==> src/rtl/key_fifo_io_pkg.sv <==
// Shared definitions for the keypad code buffer: register offsets, CTRL/DATA
// field positions and the scanner capture FSM state type.
package key_fifo_pkg;

  localparam logic KF_DATA = 1'b0;
  localparam logic KF_CTRL = 1'b1;

  // CTRL read-back bit positions
  localparam int unsigned CTRL_RD_EMPTY  = 0;
  localparam int unsigned CTRL_RD_FULL   = 1;
  localparam int unsigned CTRL_RD_IRQ_EN = 2;
  localparam int unsigned CTRL_RD_OVF    = 3;

  // CTRL write bit positions; irq_en is written on bit1 but reads back on bit2
  localparam int unsigned CTRL_WR_FLUSH   = 0;
  localparam int unsigned CTRL_WR_IRQ_EN  = 1;
  localparam int unsigned CTRL_WR_OVF_CLR = 3;

  localparam int unsigned DATA_CODE_LSB  = 0;
  localparam int unsigned DATA_VALID_BIT = 7;
  localparam int unsigned DATA_COUNT_LSB = 8;

  typedef enum logic [0:0] {
    StIdle,
    StAck
  } cap_state_e;

endpackage

==> src/rtl/key_fifo_io_if.sv <==
// Scanner handshake plus CPU register bus of the key-code buffer.
interface key_fifo_io_if #(
  parameter int unsigned CW = 5
);
  logic          key_ready;
  logic [CW-1:0] key_code;
  logic          readn;
  logic          sel;
  logic          addr;
  logic          we;
  logic          rd;
  logic [31:0]   wdata;
  logic [31:0]   rdata;
  logic          irq;

  modport slave (
    input  key_ready, key_code, sel, addr, we, rd, wdata,
    output readn, rdata, irq
  );

  modport master (
    output key_ready, key_code, sel, addr, we, rd, wdata,
    input  readn, rdata, irq
  );
endinterface

==> src/rtl/kf_sync_fifo.sv <==
// Single-clock FIFO with synchronous flush; pushes when full and pops when
// empty are dropped internally. Flush overrides push and pop.
module kf_sync_fifo #(
  parameter int unsigned DEPTH = 8,
  parameter int unsigned CW    = 5,
  localparam int unsigned AW   = $clog2(DEPTH),
  localparam int unsigned CNTW = AW + 1
) (
  input  logic            clk,
  input  logic            rst,
  input  logic            i_push,
  input  logic            i_pop,
  input  logic            i_flush,
  input  logic [CW-1:0]   i_wdata,
  output logic [CW-1:0]   o_head,
  output logic [CNTW-1:0] o_count,
  output logic            o_full,
  output logic            o_empty
);

  logic [CW-1:0]   r_mem [DEPTH];
  logic [AW-1:0]   r_wptr;
  logic [AW-1:0]   r_rptr;
  logic [CNTW-1:0] r_count;
  logic            w_push;
  logic            w_pop;

  assign o_full  = (r_count == CNTW'(DEPTH));
  assign o_empty = (r_count == '0);
  assign w_push  = i_push && !o_full;
  assign w_pop   = i_pop && !o_empty;
  assign o_head  = r_mem[r_rptr];
  assign o_count = r_count;

  always_ff @(posedge clk or posedge rst) begin
    if (rst) begin
      r_wptr  <= '0;
      r_rptr  <= '0;
      r_count <= '0;
    end else if (i_flush) begin
      r_wptr  <= '0;
      r_rptr  <= '0;
      r_count <= '0;
    end else begin
      if (w_push) r_wptr <= r_wptr + 1'b1;
      if (w_pop)  r_rptr <= r_rptr + 1'b1;
      case ({w_push, w_pop})
        2'b10:   r_count <= r_count + 1'b1;
        2'b01:   r_count <= r_count - 1'b1;
        default: r_count <= r_count;
      endcase
    end
  end

  always_ff @(posedge clk) begin
    if (w_push && !i_flush) r_mem[r_wptr] <= i_wdata;
  end

endmodule

==> src/rtl/key_fifo_io.sv <==
// Key-code buffer between keypad scanner and CPU bus: capture FSM, DATA/CTRL
// register decode and pending-key interrupt (enabled by KEY_FIFO_IRQ_EN).
module key_fifo_io
  import key_fifo_pkg::*;
#(
  parameter int unsigned DEPTH = 8,
  parameter int unsigned CW    = 5
) (
  input logic           clk,
  input logic           rst,
  key_fifo_io_if.slave  bus
);

  localparam int unsigned CNTW = $clog2(DEPTH) + 1;

  cap_state_e      r_state;
  logic            r_readn;
  logic            r_ovf;
  logic            w_irq_en;
  logic            w_push;
  logic            w_pop;
  logic            w_wr_ctrl;
  logic            w_flush;
  logic [CW-1:0]   w_head;
  logic [CNTW-1:0] w_count;
  logic [7:0]      w_count8;
  logic            w_full;
  logic            w_empty;
  logic [31:0]     w_rdata;
  logic            w_unused_wdata;

  assign w_push    = (r_state == StIdle) && bus.key_ready && !w_full;
  assign w_pop     = bus.sel && bus.rd && !bus.we && (bus.addr == KF_DATA);
  assign w_wr_ctrl = bus.sel && bus.we && (bus.addr == KF_CTRL);
  assign w_flush   = w_wr_ctrl && bus.wdata[CTRL_WR_FLUSH];
  assign w_count8  = 8'(w_count);
  assign w_unused_wdata = ^{bus.wdata[31:4], bus.wdata[2:1]};

  kf_sync_fifo #(
    .DEPTH (DEPTH),
    .CW    (CW)
  ) u_fifo (
    .clk     (clk),
    .rst     (rst),
    .i_push  (w_push),
    .i_pop   (w_pop),
    .i_flush (w_flush),
    .i_wdata (bus.key_code),
    .o_head  (w_head),
    .o_count (w_count),
    .o_full  (w_full),
    .o_empty (w_empty)
  );

  // readn stays low until the scanner withdraws key_ready
  always_ff @(posedge clk or posedge rst) begin
    if (rst) begin
      r_state <= StIdle;
      r_readn <= 1'b1;
    end else begin
      case (r_state)
        StIdle: begin
          if (bus.key_ready && !w_full) begin
            r_state <= StAck;
            r_readn <= 1'b0;
          end
        end
        StAck: begin
          if (!bus.key_ready) begin
            r_state <= StIdle;
            r_readn <= 1'b1;
          end
        end
        default: begin
          r_state <= StIdle;
          r_readn <= 1'b1;
        end
      endcase
    end
  end

  always_ff @(posedge clk or posedge rst) begin
    if (rst) begin
      r_ovf <= 1'b0;
    end else if (w_pop && w_empty) begin
      r_ovf <= 1'b1;
    end else if (w_wr_ctrl && bus.wdata[CTRL_WR_OVF_CLR]) begin
      r_ovf <= 1'b0;
    end
  end

`ifdef KEY_FIFO_IRQ_EN
  logic r_irq_en;
  logic r_irq;

  always_ff @(posedge clk or posedge rst) begin
    if (rst) begin
      r_irq_en <= 1'b0;
      r_irq    <= 1'b0;
    end else begin
      if (w_wr_ctrl) r_irq_en <= bus.wdata[CTRL_WR_IRQ_EN];
      r_irq <= r_irq_en && !w_empty;
    end
  end

  assign w_irq_en = r_irq_en;
  assign bus.irq  = r_irq;
`else
  assign w_irq_en = 1'b0;
  assign bus.irq  = 1'b0;
`endif

  always_comb begin
    w_rdata = '0;
    if (bus.addr == KF_DATA) begin
      w_rdata[DATA_COUNT_LSB +: 8] = w_count8;
      w_rdata[DATA_VALID_BIT]      = !w_empty;
      if (!w_empty) w_rdata[DATA_CODE_LSB +: CW] = w_head;
    end else begin
      w_rdata[7:0]          = w_count8;
      w_rdata[CTRL_RD_EMPTY]  = w_empty;
      w_rdata[CTRL_RD_FULL]   = w_full;
      w_rdata[CTRL_RD_IRQ_EN] = w_irq_en;
      w_rdata[CTRL_RD_OVF]    = r_ovf;
    end
  end

  assign bus.readn = r_readn;
  assign bus.rdata = w_rdata;

endmodule
==> src/flat_wrapper.sv <==
// flat-port wrapper written by rule: the top's interface ports become plain ports
module key_fifo_io_flat import key_fifo_pkg::*;
#(
  parameter int unsigned DEPTH = 8,
  parameter int unsigned CW    = 5
)
  (clk, rst, bus_key_ready, bus_key_code, bus_sel, bus_addr, bus_we, bus_rd, bus_wdata, bus_readn, bus_rdata, bus_irq);
  key_fifo_io_if #(.CW(CW)) bus_i ();
  input logic clk;
  input logic rst;
  input wire logic [$bits(bus_i.key_ready)-1:0] bus_key_ready;
  input wire logic [$bits(bus_i.key_code)-1:0] bus_key_code;
  input wire logic [$bits(bus_i.sel)-1:0] bus_sel;
  input wire logic [$bits(bus_i.addr)-1:0] bus_addr;
  input wire logic [$bits(bus_i.we)-1:0] bus_we;
  input wire logic [$bits(bus_i.rd)-1:0] bus_rd;
  input wire logic [$bits(bus_i.wdata)-1:0] bus_wdata;
  output wire logic [$bits(bus_i.readn)-1:0] bus_readn;
  output wire logic [$bits(bus_i.rdata)-1:0] bus_rdata;
  output wire logic [$bits(bus_i.irq)-1:0] bus_irq;
  assign bus_i.key_ready = bus_key_ready;
  assign bus_i.key_code = bus_key_code;
  assign bus_i.sel = bus_sel;
  assign bus_i.addr = bus_addr;
  assign bus_i.we = bus_we;
  assign bus_i.rd = bus_rd;
  assign bus_i.wdata = bus_wdata;
  assign bus_readn = bus_i.readn;
  assign bus_rdata = bus_i.rdata;
  assign bus_irq = bus_i.irq;
  key_fifo_io #(.DEPTH(DEPTH), .CW(CW)) u_core (.clk(clk), .rst(rst), .bus(bus_i));
endmodule
==> config.mk <==
export PLATFORM = sky130hd
export DESIGN_NAME = key_fifo_io_flat
export DESIGN_NICKNAME = d
export VERILOG_FILES = /design/src/rtl/key_fifo_io_pkg.sv /design/src/rtl/key_fifo_io_if.sv /design/src/rtl/kf_sync_fifo.sv /design/src/rtl/key_fifo_io.sv /design/src/flat_wrapper.sv
export SDC_FILE = /design/constraint.sdc
export NUM_CORES = 1
export LEC_CHECK = 0
export CAP_MARGIN = 20
export CORE_MARGIN = 2
export CORE_UTILIZATION = 35
export DETAILED_ROUTE_END_ITERATION = 8
export PLACE_DENSITY = 0.66
export SETUP_SLACK_MARGIN = 0.5
export SLEW_MARGIN = 10
export SYNTH_ARGS = -nofsm -noshare
export SYNTH_HDL_FRONTEND = slang
export SYNTH_SLANG_ARGS = --single-unit
==> constraint.sdc <==
create_clock -name clk -period 6.8 [get_ports clk]
set_clock_uncertainty 0.2 [all_clocks]
set_input_delay 1.02 -clock clk [delete_from_list [all_inputs] [get_ports clk]]
set_output_delay 1.02 -clock clk [all_outputs]
set_load 0.05 [all_outputs]
Run 1, routing congestion map:
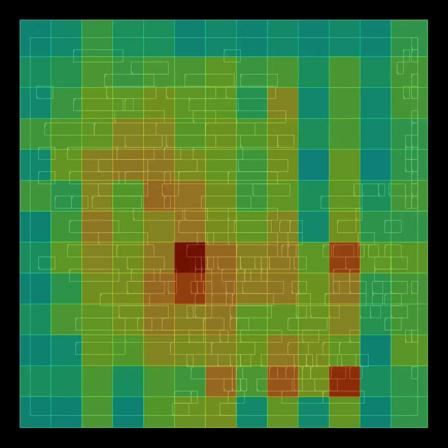
Top Usage Layer GRT: met2
met3 usage: 0.0183
Finished Core Util: 0.406

Run 1, zoomed window:
The bar under the picture is 5 um long. Region (35, 54) to (55, 74) um. Cells in grey, sequential cells in the stronger grey; small squares are vias.
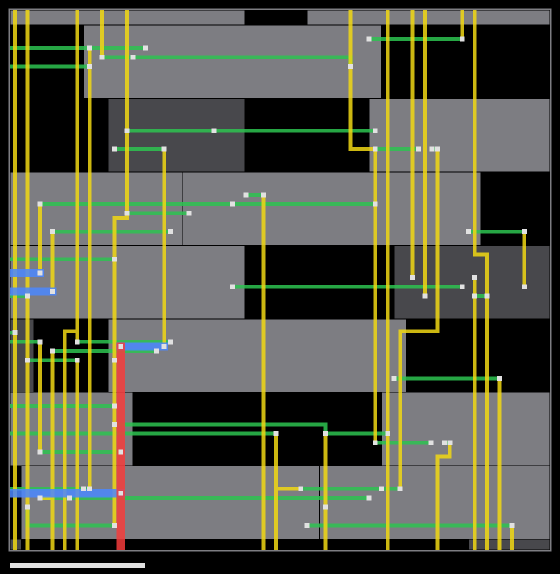
- metal 3: blue
- metal 4: red
- metal 1: green
- metal 2: yellow
- most frequent: edfxtp_1 (9), mux4_2 (1), clkbuf_8 (1)
- netlist names of flops here include: `u_core.u_fifo.r_mem` (9)
- cells with their middle in the window: 11
- sequential cells in the window: 9

Run 1, selected gate families:
The bar under the picture is 20 um long.
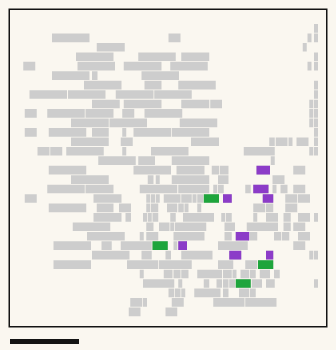
- and/or cells: purple (cells 8)
- fa/ha/maj cells: green (cells 4)
non-filler cells, final: 313
logic gate fraction of the total cell area: 0.325
most common logic cell in the routed design: edfxtp_1

Run 1, where the registers sit:
The bar under the picture is 20 um long.
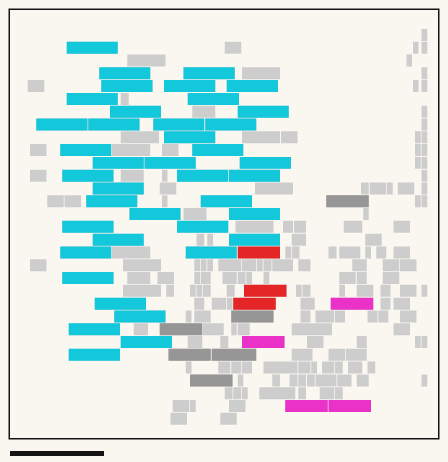
- `u_core.u_fifo.o_count`: magenta (placed flops 4; where bottom right)
- `u_core.u_fifo.r_mem`: cyan (placed flops 40)
- `u_core.u_fifo.r_rptr`: red (placed flops 3)
- not coloured: 6

==> impl_metrics.xml, run 1 <==
<?xml version="1.0" encoding="UTF-8"?>
<metrics>
  <group name="synth">
    <metric name="ys_types" unit="">45</metric>
    <metric name="warnings_from_yosys" unit="">0</metric>
    <metric name="postSynthAreaPerCell" unit="um2">13.8</metric>
    <metric name="edff_count_synth" unit="">40</metric>
    <metric name="yosys.stat.chipArea" unit="um2">2650</metric>
    <metric name="synthFlopType" unit="">edfxtp_1</metric>
    <metric name="synthesis.instances" unit="">192</metric>
    <metric name="synth-async-reset-ratio" unit="">0.245</metric>
    <metric name="synth-seq-area-share" unit="">0.577</metric>
    <metric name="syn_area" unit="um2">2650</metric>
    <metric name="yosysCellCount" unit="">192</metric>
    <metric name="ys.flops" unit="">53</metric>
  </group>
  <group name="grt">
    <metric name="grtUsageTotal" unit="">0.123</metric>
    <metric name="grt_overflow" unit="">0</metric>
    <metric name="wire_length_of_the_first_global_routing_pass" unit="mm">7.86</metric>
    <metric name="antenna_found_initial" unit="">0</metric>
    <metric name="grt_pass1_vias" unit="">1490</metric>
    <metric name="grt_max_degree" unit="">18</metric>
  </group>
  <group name="min_path">
    <metric name="hold_path.startpoint" unit="">u_core.bus.readn</metric>
    <metric name="hold_path_end" unit="">u_core.bus.readn</metric>
    <metric name="hold_depth" unit="">2</metric>
    <metric name="hold_class" unit="">flip-flop to flip-flop</metric>
  </group>
  <group name="timing">
    <metric name="period_needed" unit="ns">4.37</metric>
    <metric name="timing.final.setup_violations" unit="">0</metric>
    <metric name="slew-limit-headroom" unit="">0.403</metric>
    <metric name="clock.fmax" unit="GHz">0.229</metric>
    <metric name="hold_viol" unit="">0</metric>
    <metric name="fin_setup_tns" unit="ns">0</metric>
    <metric name="timing.final.ws_setup" unit="ns">2.43</metric>
    <metric name="fin_hold_ws" unit="ns">0.282</metric>
    <metric name="grt_setup_unrepaired" unit="">no</metric>
    <metric name="tightest_pin_transition" unit="ns">0.888</metric>
    <metric name="post-route-period-util" unit="">0.642</metric>
    <metric name="maxSlewViolCount" unit="">0</metric>
  </group>
  <group name="place">
    <metric name="placedInstanceArea" unit="um2">2870</metric>
    <metric name="io_buffers" unit="">24</metric>
    <metric name="placement.setup.worst_slack" unit="ns">2.39</metric>
    <metric name="placed_cells_incl_taps" unit="">305</metric>
    <metric name="gp_routability_congestion" unit="">0.701</metric>
    <metric name="dp_hpwl" unit="mm">3.39</metric>
  </group>
  <group name="die">
    <metric name="die.size.y" unit="um">91.0</metric>
    <metric name="fp-row-count" unit="">31</metric>
    <metric name="initCoreUtil" unit="">0.363</metric>
    <metric name="core_area" unit="um2">7290</metric>
    <metric name="boundaryPins" unit="">78</metric>
    <metric name="total_die_area" unit="um2">8280</metric>
    <metric name="die_span_in_x" unit="um">91.0</metric>
  </group>
  <group name="cts">
    <metric name="cts_inserted_buffers" unit="">5</metric>
    <metric name="cts_num_sinks" unit="">53</metric>
    <metric name="post_cts_resized" unit="">0</metric>
    <metric name="clkTransAtPathRegs" unit="ns">0.09</metric>
    <metric name="insertion_delay" unit="ns">0.30</metric>
    <metric name="clock_path_buffers" unit="">2</metric>
    <metric name="cts_hold_repair.buffers" unit="">0</metric>
    <metric name="post-cts-setup-buffers" unit="">0</metric>
    <metric name="cts_max_level" unit="">2</metric>
    <metric name="clock_tree_from_tritoncts" unit="">built</metric>
    <metric name="clockRootBuffer" unit="">clkbuf_8</metric>
  </group>
  <group name="drt">
    <metric name="post_drt_wl_per_cell" unit="um">15.7</metric>
    <metric name="drc" unit="">0</metric>
    <metric name="route.detailed.vias_per_inst" unit="">4.79</metric>
    <metric name="detailedRoute.firstPassIterationCount" unit="">4</metric>
    <metric name="ant_nets" unit="">0</metric>
    <metric name="routed_wl" unit="mm">4.90</metric>
    <metric name="dr_total_vias" unit="">1498</metric>
    <metric name="drt_first_iter_violations" unit="">71</metric>
  </group>
  <group name="cells_and_area">
    <metric name="top_register" unit="">u_core.u_fifo.r_mem</metric>
    <metric name="diodes" unit="">0</metric>
    <metric name="drive_above_1_share" unit="">0.121</metric>
    <metric name="final_nets" unit="">261</metric>
    <metric name="fillerInstances" unit="">725</metric>
    <metric name="top_cells_excl_fill_tap" unit="">40 x edfxtp_1, 24 x clkdlybuf4s50_1, 23 x conb_1, 14 x nor2_1, 12 x dfrtp_1</metric>
    <metric name="layout.cell_area.non_filler" unit="um2">2960</metric>
    <metric name="largest_register_ff_count" unit="">40</metric>
    <metric name="area_delta_synth_final" unit="%">11.8</metric>
  </group>
  <group name="worst_setup_path">
    <metric name="critPathMaxFanout" unit="">14</metric>
    <metric name="rr_endpoint" unit="">u_core.u_fifo.o_count[3]</metric>
    <metric name="r2r_start" unit="">u_core.u_fifo.o_count[0]</metric>
    <metric name="critical_path_class" unit="">input pin to output pin</metric>
    <metric name="ff2ff_setup_slack" unit="ns">4.03</metric>
    <metric name="start_kind" unit="">input pin</metric>
    <metric name="timing.critical_path.to_type" unit="">output pin</metric>
    <metric name="r2r.worst_path.cells" unit="">8</metric>
    <metric name="cp_data_arrival_time" unit="ns">3.15</metric>
    <metric name="setup.worst_path.end" unit="">bus_rdata[0]</metric>
    <metric name="worst-endpoint-required" unit="ns">5.58</metric>
    <metric name="setup.worst_path.start" unit="">bus_addr</metric>
  </group>
  <group name="run">
    <metric name="log.warning_count" unit="">56</metric>
    <metric name="max_cap_violations" unit="">0</metric>
  </group>
  <group name="outcome">
    <metric name="outcome" unit="">finished, final reports clean</metric>
  </group>
  <group name="pwr">
    <metric name="power.density_cell_area" unit="nW/um2">360</metric>
    <metric name="power.leakage" unit="nW">1.03</metric>
    <metric name="fin_total_pwr" unit="mW">1.06</metric>
    <metric name="ir_worst_vdd" unit="mV">0.144</metric>
  </group>
</metrics>
==> run 1: routing by layer <==
layer	track usage	wire [um]
met2	0.203	2360
met1	0.166	2240
met4	0.0417	71
met3	0.0183	227
met5	0	0
==> run 1: synth_stat cells, drive strengths merged, types with 4 or more instances <==
cell type | number | area [um2]
edfxtp | 40 | 1200
buf | 27 | 208
nor2 | 14 | 52.6
dfrtp | 12 | 300
mux4 | 10 | 225
nand2 | 8 | 30.0
a21oi | 6 | 30.0
mux2i | 6 | 60.1
nand3 | 6 | 30.0
nor2b | 6 | 37.5
clkbuf | 5 | 18.8
nor3 | 5 | 25.0
ha | 4 | 50.1
inv | 4 | 15.0
nand2b | 4 | 25.0
o21ai | 4 | 20.0
==> run 1: worst max-delay path, stage by stage <==
cell,delay (ns)
clkdlybuf4s50_1,0.63
or2b_1,0.42
o21ai_0,0.24
clkdlybuf4s50_1,0.83
==> run 1: cell type report <==
class	count	area, um2	area share
Multi-Input combinational cell	125	961	0.325
Sequential cell	53	1530	0.516
Clock inverter	3	22.5	0.00761
Clock buffer	5	68.8	0.0233
Timing Repair Buffer	24	240	0.0812
Inverter	4	15.0	0.00507
Tap cell	99	124	0.0419
==> run 1: report_power, final <==
group          leakage, nW  internal, mW  switching, mW
Combinational        0.459         0.174          0.233
Sequential           0.524         0.397         0.0824
Clock               0.0481        0.0732          0.104
Total                 1.03         0.645          0.420
==> run 1: cell families after synthesis <==
family / count (synthesis) / synth area share
other cells: 1 / 0.00142
xor+xnor: 5 / 0.0165
simple gates: 55 / 0.120
fa+ha+maj: 4 / 0.0189
mux: 16 / 0.108
compound gates: 22 / 0.0671
flops: 53 / 0.577
buf+inv: 36 / 0.0912
==> inputs of run 2 (changes only) <==
==> constraint.sdc (replaced) <==
create_clock -name clk -period 4.08 [get_ports clk]
set_clock_uncertainty 0.2 [all_clocks]
set_input_delay 0.612 -clock clk [delete_from_list [all_inputs] [get_ports clk]]
set_output_delay 0.612 -clock clk [all_outputs]
set_load 0.05 [all_outputs]
Run 2, wiring by layer:
The bar under the picture is 20 um long.
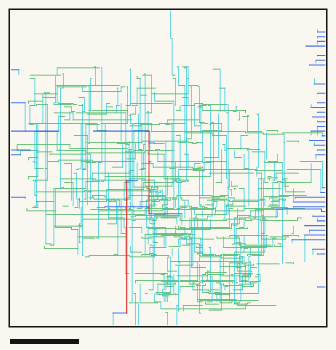
- metal 3: blue (wire length 217 um)
- metal 2: cyan (wire length 2210 um)
- metal 1: green (wire length 2220 um)
- metal 4: red (wire length 61.9 um)
routed vias: 1513
wire length per cell: 14.9 um

Run 2, selected gate families:
The bar under the picture is 20 um long.
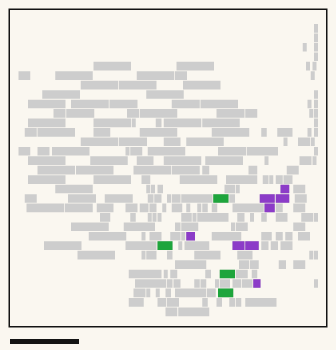
- fa/ha/maj cells: green (cells 4)
- and/or cells: purple (cells 8)

==> run 2 against run 1 <==
Effect of this change:
- critical endpoint is now bus_rdata[4]
- power is 68% higher
- die size did not move
- count of clock-buffer cells in the layout did not move
- sequential power increased by 62%
- final cell count grew 1.3%
- worst setup slack got worse by 1.8 ns
- sequential share of layout area is 0.60 points lower
==> impl_metrics.xml, run 2 <==
<?xml version="1.0" encoding="UTF-8"?>
<metrics>
  <group name="synth">
    <metric name="ys.flops" unit="">53</metric>
    <metric name="yosysTopAreaCell" unit="">edfxtp_1</metric>
    <metric name="yosysCellCount" unit="">192</metric>
    <metric name="edff_count_synth" unit="">40</metric>
    <metric name="synth-seq-area-share" unit="">0.577</metric>
    <metric name="postSynthAreaPerCell" unit="um2">13.8</metric>
    <metric name="synth.top_cell.area_share" unit="">0.454</metric>
    <metric name="ys_types" unit="">45</metric>
    <metric name="synth-async-reset-ratio" unit="">0.245</metric>
    <metric name="warnings_from_yosys" unit="">0</metric>
    <metric name="yosys.stat.chipArea" unit="um2">2650</metric>
    <metric name="most_frequent_cell_after_synthesis" unit="">edfxtp_1</metric>
    <metric name="synthFlopType" unit="">edfxtp_1</metric>
    <metric name="synthesis.instances" unit="">192</metric>
    <metric name="synth.top_cells.by_count" unit="">40 x edfxtp_1, 24 x buf_4, 14 x nor2_1</metric>
    <metric name="post_synth_main_area_contributors" unit="">edfxtp_1 45%, dfrtp_1 11%, mux4_2 8.5%, buf_4 6.8%, mux2i_1 2.3%</metric>
    <metric name="syn_area" unit="um2">2650</metric>
  </group>
  <group name="die">
    <metric name="core_area" unit="um2">7290</metric>
    <metric name="fp-row-count" unit="">31</metric>
    <metric name="boundaryPins" unit="">78</metric>
    <metric name="initCoreUtil" unit="">0.363</metric>
    <metric name="die_span_in_x" unit="um">91.0</metric>
    <metric name="die.size.y" unit="um">91.0</metric>
    <metric name="total_die_area" unit="um2">8280</metric>
  </group>
  <group name="cts">
    <metric name="clock_tree_from_tritoncts" unit="">built</metric>
    <metric name="post-cts-setup-buffers" unit="">0</metric>
    <metric name="post_cts_resized" unit="">0</metric>
    <metric name="cts_inserted_buffers" unit="">5</metric>
    <metric name="clkTransAtPathRegs" unit="ns">0.10</metric>
    <metric name="cts_hold_repair.buffers" unit="">0</metric>
    <metric name="clock_path_buffers" unit="">2</metric>
    <metric name="clockRootBuffer" unit="">clkbuf_8</metric>
    <metric name="cts_num_sinks" unit="">53</metric>
    <metric name="cts_max_level" unit="">2</metric>
    <metric name="insertion_delay" unit="ns">0.30</metric>
  </group>
  <group name="worst_setup_path">
    <metric name="r2r.worst_path.cells" unit="">8</metric>
    <metric name="ff2ff_setup_slack" unit="ns">1.36</metric>
    <metric name="cp_data_arrival_time" unit="ns">2.63</metric>
    <metric name="critPathMaxFanout" unit="">11</metric>
    <metric name="rr_endpoint" unit="">u_core.u_fifo.o_count[3]</metric>
    <metric name="setup.worst_path.end" unit="">bus_rdata[4]</metric>
    <metric name="r2r_start" unit="">u_core.u_fifo.o_count[0]</metric>
    <metric name="start_kind" unit="">flip-flop</metric>
    <metric name="worst-endpoint-required" unit="ns">3.27</metric>
    <metric name="timing.critical_path.to_type" unit="">output pin</metric>
    <metric name="critical_path_class" unit="">flip-flop to output pin</metric>
    <metric name="setup.worst_path.start" unit="">u_core.u_fifo.o_count[0]</metric>
  </group>
  <group name="outcome">
    <metric name="outcome" unit="">finished, final reports clean</metric>
  </group>
  <group name="pwr">
    <metric name="p_comb_frac" unit="">0.396</metric>
    <metric name="power.net_switching" unit="mW">0.699</metric>
    <metric name="power.leakage" unit="nW">1.08</metric>
    <metric name="switching_share" unit="">0.392</metric>
    <metric name="seq_power_share" unit="">0.437</metric>
    <metric name="ir_worst_vdd" unit="mV">0.263</metric>
    <metric name="pg_comb" unit="mW">0.706</metric>
    <metric name="power_report.internal_total" unit="mW">1.08</metric>
    <metric name="power_clock" unit="mW">0.298</metric>
    <metric name="seq_pwr" unit="mW">0.780</metric>
    <metric name="dominant_power_group" unit="">sequential cells</metric>
    <metric name="fraction_of_power_consumed_by_the_clock_network" unit="">0.167</metric>
    <metric name="power.density_cell_area" unit="nW/um2">596</metric>
  </group>
  <group name="drt">
    <metric name="detailedRoute.firstPassIterationCount" unit="">4</metric>
    <metric name="highest-signal-layer" unit="">met4</metric>
    <metric name="route.detailed.vias_per_inst" unit="">4.77</metric>
    <metric name="routed_wl" unit="mm">4.71</metric>
    <metric name="drt_first_iter_violations" unit="">57</metric>
    <metric name="drc" unit="">0</metric>
    <metric name="ant_nets" unit="">0</metric>
    <metric name="routedLengthMet1" unit="mm">2.22</metric>
    <metric name="dr_wl_met2" unit="mm">2.21</metric>
    <metric name="wl_met3" unit="um">217</metric>
  </group>
  <group name="grt">
    <metric name="global_route.usage.met1" unit="">0.168</metric>
    <metric name="wire_length_of_the_first_global_routing_pass" unit="mm">7.87</metric>
    <metric name="grt_overflow" unit="">0</metric>
    <metric name="grt_max_degree" unit="">18</metric>
    <metric name="antenna_found_initial" unit="">0</metric>
    <metric name="global_route.usage.met3" unit="">0.0266</metric>
    <metric name="grt_pass1_vias" unit="">1502</metric>
    <metric name="globalRoute.busiestLayer" unit="">met2</metric>
    <metric name="grt_use_met2" unit="">0.196</metric>
    <metric name="grtUsageTotal" unit="">0.123</metric>
  </group>
  <group name="cells_and_area">
    <metric name="final_nets" unit="">265</metric>
    <metric name="drive_above_1_share" unit="">0.138</metric>
    <metric name="diodes" unit="">0</metric>
    <metric name="top_register" unit="">u_core.u_fifo.r_mem</metric>
    <metric name="final-seq-area" unit="um2">1530</metric>
    <metric name="most_common_logic_cell_in_the_routed_design" unit="">edfxtp_1</metric>
    <metric name="fillerInstances" unit="">698</metric>
    <metric name="logic_area" unit="um2">961</metric>
    <metric name="area_delta_synth_final" unit="%">13.1</metric>
    <metric name="largest_register_ff_count" unit="">40</metric>
    <metric name="top_cells_excl_fill_tap" unit="">40 x edfxtp_1, 23 x conb_1, 22 x clkdlybuf4s50_1, 14 x nor2_1, 12 x dfrtp_1</metric>
  </group>
  <group name="timing">
    <metric name="timing.final.setup_violations" unit="">0</metric>
    <metric name="tightest_pin_transition" unit="ns">0.595</metric>
    <metric name="post-route-period-util" unit="">0.844</metric>
    <metric name="hold_viol" unit="">0</metric>
    <metric name="clock.fmax" unit="GHz">0.290</metric>
    <metric name="fin_setup_tns" unit="ns">0</metric>
    <metric name="grt_setup_unrepaired" unit="">no</metric>
    <metric name="maxSlewViolCount" unit="">0</metric>
    <metric name="fin_hold_ws" unit="ns">0.288</metric>
    <metric name="period_needed" unit="ns">3.44</metric>
    <metric name="slew-limit-headroom" unit="">0.602</metric>
  </group>
  <group name="run">
    <metric name="max_cap_violations" unit="">0</metric>
    <metric name="log.warning_count" unit="">56</metric>
  </group>
  <group name="place">
    <metric name="io_buffers" unit="">24</metric>
    <metric name="gp_routability_congestion" unit="">0.713</metric>
    <metric name="dp_hpwl" unit="mm">3.33</metric>
  </group>
  <group name="min_path">
    <metric name="hold_class" unit="">flip-flop to flip-flop</metric>
  </group>
</metrics>
[run 2: area by class of cell]
cell class | count | share of cell area
Clock buffer | 5 | 0.0230
Clock inverter | 3 | 0.00752
Inverter | 4 | 0.00501
Multi-Input combinational cell | 125 | 0.321
Sequential cell | 53 | 0.510
Tap cell | 99 | 0.0414
Timing Repair Buffer | 28 | 0.0919
[run 2: per-stage QoR]
stage	utilization	total power, mW	setup slack (ns)	cell area (um2)	std cells
global placement	0.397	1.50	0.788	2900	309
floorplan	-	1.35	1.09	2730	214
finish	0.411	1.78	0.637	2990	317
detailed placement	0.397	1.51	0.791	2900	309
global route	0.411	1.91	0.513	2990	317
CTS	0.410	1.81	0.530	2990	317
[run 2: worst min path at each step]
stage	start	to	slack, ns	depth (start not counted)
floorplan	u_core.r_ovf	u_core.r_ovf	0.25	2
global placement	u_core.bus.readn	u_core.bus.readn	0.26	2
detailed placement	u_core.bus.readn	u_core.bus.readn	0.28	2
CTS	u_core.bus.readn	u_core.bus.readn	0.29	2
global route	u_core.bus.readn	u_core.bus.readn	0.32	2
finish	u_core.bus.readn	u_core.bus.readn	0.29	2
[run 2: kinds of logic (layout without fill, tap and decap cells)]
group / after synthesis / in the layout / synth area share
XOR/XNOR: 5 / 5 / 0.0165
AND-OR/OR-AND: 22 / 22 / 0.0671
other: 1 / 23 / 0.00142
flip-flops: 53 / 53 / 0.577
adder cells (fa/ha/maj): 4 / 4 / 0.0189
buffers and inverters: 36 / 40 / 0.0912
multiplexers: 16 / 16 / 0.108
AND/OR/NAND/NOR: 55 / 55 / 0.120
[run 2: worst max-delay path: stages, from the launching register on]
cell             delay, ns
dfrtp_1               0.52
or4_4                 0.67
or2b_1                0.32
nor2_1                0.11
clkdlybuf4s50_1       0.71
==> inputs of run 3 (changes only) <==
--- a/config.mk
+++ b/config.mk
@@ -9,7 +9,7 @@
 export CORE_MARGIN = 2
 export CORE_UTILIZATION = 35
 export DETAILED_ROUTE_END_ITERATION = 8
-export PLACE_DENSITY = 0.66
+export PLACE_DENSITY = 0.69
 export SETUP_SLACK_MARGIN = 0.5
 export SLEW_MARGIN = 10
 export SYNTH_ARGS = -nofsm -noshare
==> constraint.sdc (replaced) <==
create_clock -name clk -period 2.77 [get_ports clk]
set_clock_uncertainty 0.2 [all_clocks]
set_input_delay 0.4155 -clock clk [delete_from_list [all_inputs] [get_ports clk]]
set_output_delay 0.4155 -clock clk [all_outputs]
set_load 0.05 [all_outputs]
==> run 3 against run 2 <==
Effect of this change:
- non-clock buffer count grew 33
- sequential power rose by 42%
- worst hold slack lost 0.056 ns
- core utilization increased by 6.2 points
- register-to-register slack got worse by 0.93 ns
- sequential share of layout area shrank 6.6 points
- via count rose by 7.9%
- worst setup slack got worse by 0.36 ns
- count of clock-buffer cells in the layout grew 1
- area after synthesis unchanged
- routed wire length up 5.1%
==> impl_metrics.xml, run 3 <==
<?xml version="1.0" encoding="UTF-8"?>
<metrics>
  <group name="timing">
    <metric name="fin_hold_ws" unit="ns">0.232</metric>
    <metric name="maxSlewViolCount" unit="">0</metric>
    <metric name="timing.final.setup_violations" unit="">0</metric>
    <metric name="clock.fmax" unit="GHz">0.401</metric>
    <metric name="fin_setup_tns" unit="ns">0</metric>
    <metric name="grt_setup_unrepaired" unit="">yes</metric>
    <metric name="period_needed" unit="ns">2.49</metric>
    <metric name="post-route-period-util" unit="">0.900</metric>
    <metric name="hold_viol" unit="">0</metric>
    <metric name="timing.final.ws_setup" unit="ns">0.277</metric>
  </group>
  <group name="synth">
    <metric name="ys.flops" unit="">53</metric>
    <metric name="most_frequent_cell_after_synthesis" unit="">edfxtp_1</metric>
    <metric name="synthFlopType" unit="">edfxtp_1</metric>
    <metric name="synth-async-reset-ratio" unit="">0.245</metric>
    <metric name="postSynthAreaPerCell" unit="um2">13.8</metric>
    <metric name="synth-seq-area-share" unit="">0.577</metric>
    <metric name="edff_count_synth" unit="">40</metric>
    <metric name="post_synth_main_area_contributors" unit="">edfxtp_1 45%, dfrtp_1 11%, mux4_2 8.5%, buf_4 6.8%, mux2i_1 2.3%</metric>
    <metric name="warnings_from_yosys" unit="">0</metric>
    <metric name="syn_area" unit="um2">2650</metric>
    <metric name="ys_types" unit="">45</metric>
    <metric name="synth.top_cell.area_share" unit="">0.454</metric>
    <metric name="synth.top_cells.by_count" unit="">40 x edfxtp_1, 24 x buf_4, 14 x nor2_1</metric>
    <metric name="yosysTopAreaCell" unit="">edfxtp_1</metric>
    <metric name="synthesis.instances" unit="">192</metric>
    <metric name="yosysCellCount" unit="">192</metric>
    <metric name="yosys.stat.chipArea" unit="um2">2650</metric>
  </group>
  <group name="drt">
    <metric name="route.detailed.vias_per_inst" unit="">4.67</metric>
    <metric name="routed_wl" unit="mm">4.95</metric>
    <metric name="ant_nets" unit="">0</metric>
    <metric name="detailedRoute.firstPassIterationCount" unit="">4</metric>
    <metric name="drc" unit="">0</metric>
    <metric name="drt_first_iter_violations" unit="">123</metric>
    <metric name="dr_total_vias" unit="">1633</metric>
  </group>
  <group name="cts">
    <metric name="cts_inserted_buffers" unit="">5</metric>
    <metric name="cts_num_sinks" unit="">53</metric>
    <metric name="clkTransAtPathRegs" unit="ns">0.09</metric>
    <metric name="clock_path_buffers" unit="">2</metric>
    <metric name="insertion_delay" unit="ns">0.30</metric>
    <metric name="clock_tree_from_tritoncts" unit="">built</metric>
    <metric name="cts_max_level" unit="">2</metric>
    <metric name="clockRootBuffer" unit="">clkbuf_8</metric>
  </group>
  <group name="place">
    <metric name="placement.setup.worst_slack" unit="ns">0.113</metric>
    <metric name="placedInstanceArea" unit="um2">3150</metric>
    <metric name="gp_routability_congestion" unit="">0.772</metric>
    <metric name="dp_hpwl" unit="mm">3.68</metric>
    <metric name="placed_cells_incl_taps" unit="">325</metric>
    <metric name="io_buffers" unit="">24</metric>
  </group>
  <group name="cells_and_area">
    <metric name="most_common_logic_cell_in_the_routed_design" unit="">edfxtp_1</metric>
    <metric name="diodes" unit="">0</metric>
    <metric name="final_cell_count_no_fill" unit="">350</metric>
    <metric name="layout.cell_area.non_filler" unit="um2">3440</metric>
    <metric name="final_nets" unit="">298</metric>
    <metric name="largest_register_ff_count" unit="">40</metric>
    <metric name="area_delta_synth_final" unit="%">30.1</metric>
    <metric name="top_cells_excl_fill_tap" unit="">40 x edfxtp_1, 31 x buf_4, 23 x conb_1, 14 x nor2_1, 13 x clkdlybuf4s50_1</metric>
    <metric name="top_register" unit="">u_core.u_fifo.r_mem</metric>
    <metric name="drive_above_1_share" unit="">0.363</metric>
  </group>
  <group name="worst_setup_path">
    <metric name="timing.critical_path.to_type" unit="">output pin</metric>
    <metric name="cpMaxStageDelayCell" unit="">mux4_2</metric>
    <metric name="path_delay_family" unit="">multiplexers</metric>
    <metric name="r2r_start" unit="">u_core.u_fifo.o_count[1]</metric>
    <metric name="critPathMaxFanout" unit="">5</metric>
    <metric name="worst-endpoint-required" unit="ns">2.15</metric>
    <metric name="setup.worst_path.start" unit="">u_core.u_fifo.r_rptr[0]</metric>
    <metric name="worst_path_most_repeated_cell" unit="">buf_6</metric>
    <metric name="critical_path_class" unit="">flip-flop to output pin</metric>
    <metric name="worstPathBufferInverterCount" unit="">2</metric>
    <metric name="cp_data_arrival_time" unit="ns">1.88</metric>
    <metric name="crit_chain" unit="">buf_6, mux4_2, a211oi_4, nor3_4, buf_6</metric>
    <metric name="start_kind" unit="">flip-flop</metric>
    <metric name="critical_path.max_stage_delay" unit="ns">0.53</metric>
  </group>
  <group name="die">
    <metric name="boundaryPins" unit="">78</metric>
    <metric name="total_die_area" unit="um2">8280</metric>
    <metric name="fp-row-count" unit="">31</metric>
    <metric name="die.size.y" unit="um">91.0</metric>
    <metric name="initCoreUtil" unit="">0.363</metric>
    <metric name="core_area" unit="um2">7290</metric>
    <metric name="die_span_in_x" unit="um">91.0</metric>
  </group>
  <group name="grt">
    <metric name="grt_overflow" unit="">0</metric>
    <metric name="wire_length_of_the_first_global_routing_pass" unit="mm">8.00</metric>
    <metric name="grt_max_degree" unit="">17</metric>
    <metric name="antenna_found_initial" unit="">0</metric>
    <metric name="grt_pass1_vias" unit="">1620</metric>
    <metric name="grtUsageTotal" unit="">0.122</metric>
  </group>
  <group name="pwr">
    <metric name="power.density_cell_area" unit="nW/um2">895</metric>
    <metric name="ir_worst_vdd" unit="mV">0.257</metric>
    <metric name="fin_total_pwr" unit="mW">3.08</metric>
    <metric name="power.leakage" unit="nW">1.29</metric>
  </group>
  <group name="run">
    <metric name="max_cap_violations" unit="">0</metric>
    <metric name="log.warning_count" unit="">59</metric>
  </group>
  <group name="outcome">
    <metric name="outcome" unit="">finished, final reports clean</metric>
  </group>
  <group name="min_path">
    <metric name="hold_class" unit="">input pin to asynchronous set/reset pin</metric>
  </group>
</metrics>
run 3: path summary, 6_finish.rpt:
check | end | slack, ns | cells after the start
min in group clk | u_core.bus.readn | 0.28 | 2
max in group asynchronous | u_core.u_fifo.r_rptr[0] | 1.78 | 2
worst max-delay path | bus_rdata[1] | 0.28 | 5
worst min register to register | u_core.bus.readn | 0.28 | 2
worst max register to register | u_core.u_fifo.o_count[3] | 0.43 | 8
worst min-delay path | u_core.u_fifo.o_count[3] | 0.23 | 2
run 3: cell type report:
type | count | area, um2
Timing Repair Buffer | 61 | 639
Inverter | 4 | 15.0
Multi-Input combinational cell | 125 | 1050
Clock buffer | 6 | 72.6
Tap cell | 99 | 124
Fill cell | 634 | 3850
Clock inverter | 2 | 13.8
Sequential cell | 53 | 1530
run 3: kinds of logic (layout without fill, tap and decap cells):
kind of cell	count (synthesis)	count (layout)	share of synthesized area
buffers and inverters	36	73	0.0912
and+or+nand+nor	55	55	0.120
AOI/OAI and AO/OA	22	22	0.0671
xor gates and xnor gates	5	5	0.0165
DFF	53	53	0.577
muxes	16	16	0.108
other	1	23	0.00142
adders and majority gates	4	4	0.0189
run 3: report_power, final:
group / internal (mW) / total, mW / switching [mW]
logic: 0.778 / 1.56 / 0.779
registers: 0.981 / 1.11 / 0.126
clock network: 0.180 / 0.417 / 0.237
total: 1.94 / 3.08 / 1.14
run 3: per-layer routing:
metal  vias to the layer above  part of all wire  track usage  wire [um]
li1                        782                 -            -          -
met1                       794              0.43        0.149       2100
met2                        50              0.52        0.219       2580
met3                         7             0.036       0.0158        180
met5                         -                 0            0          0
met4                         0             0.016       0.0492         81
run 3: what timing repair did:
item                                    CTS  global route
resized                                  11             9
endpoints found under the setup margin    9            23
hold buffers                              0             0
pin swaps                                 8             9
buffers inserted                         14             3
Run 3, where the registers sit:
The bar under the picture is 20 um long.
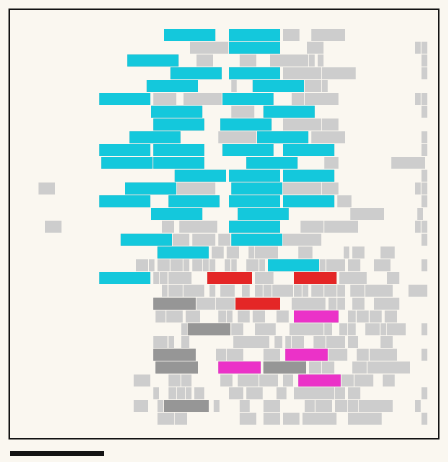
- `u_core.u_fifo.r_rptr`: red (placed flops 3)
- `u_core.u_fifo.r_mem`: cyan (placed flops 40)
- `u_core.u_fifo.o_count`: magenta (placed flops 4)
FF/Latch Area: 1530 um2
Seq. pwr: 1.11 mW
register fraction of the total cell area: 0.445
Finished Core Util: 0.472

Run 3, routing congestion map:
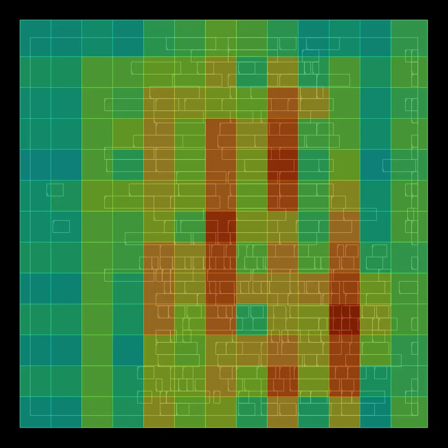
GRT met2 Usage: 0.219
wire length per cell: 14.1 um

Power and IR drop assume default switching activity.
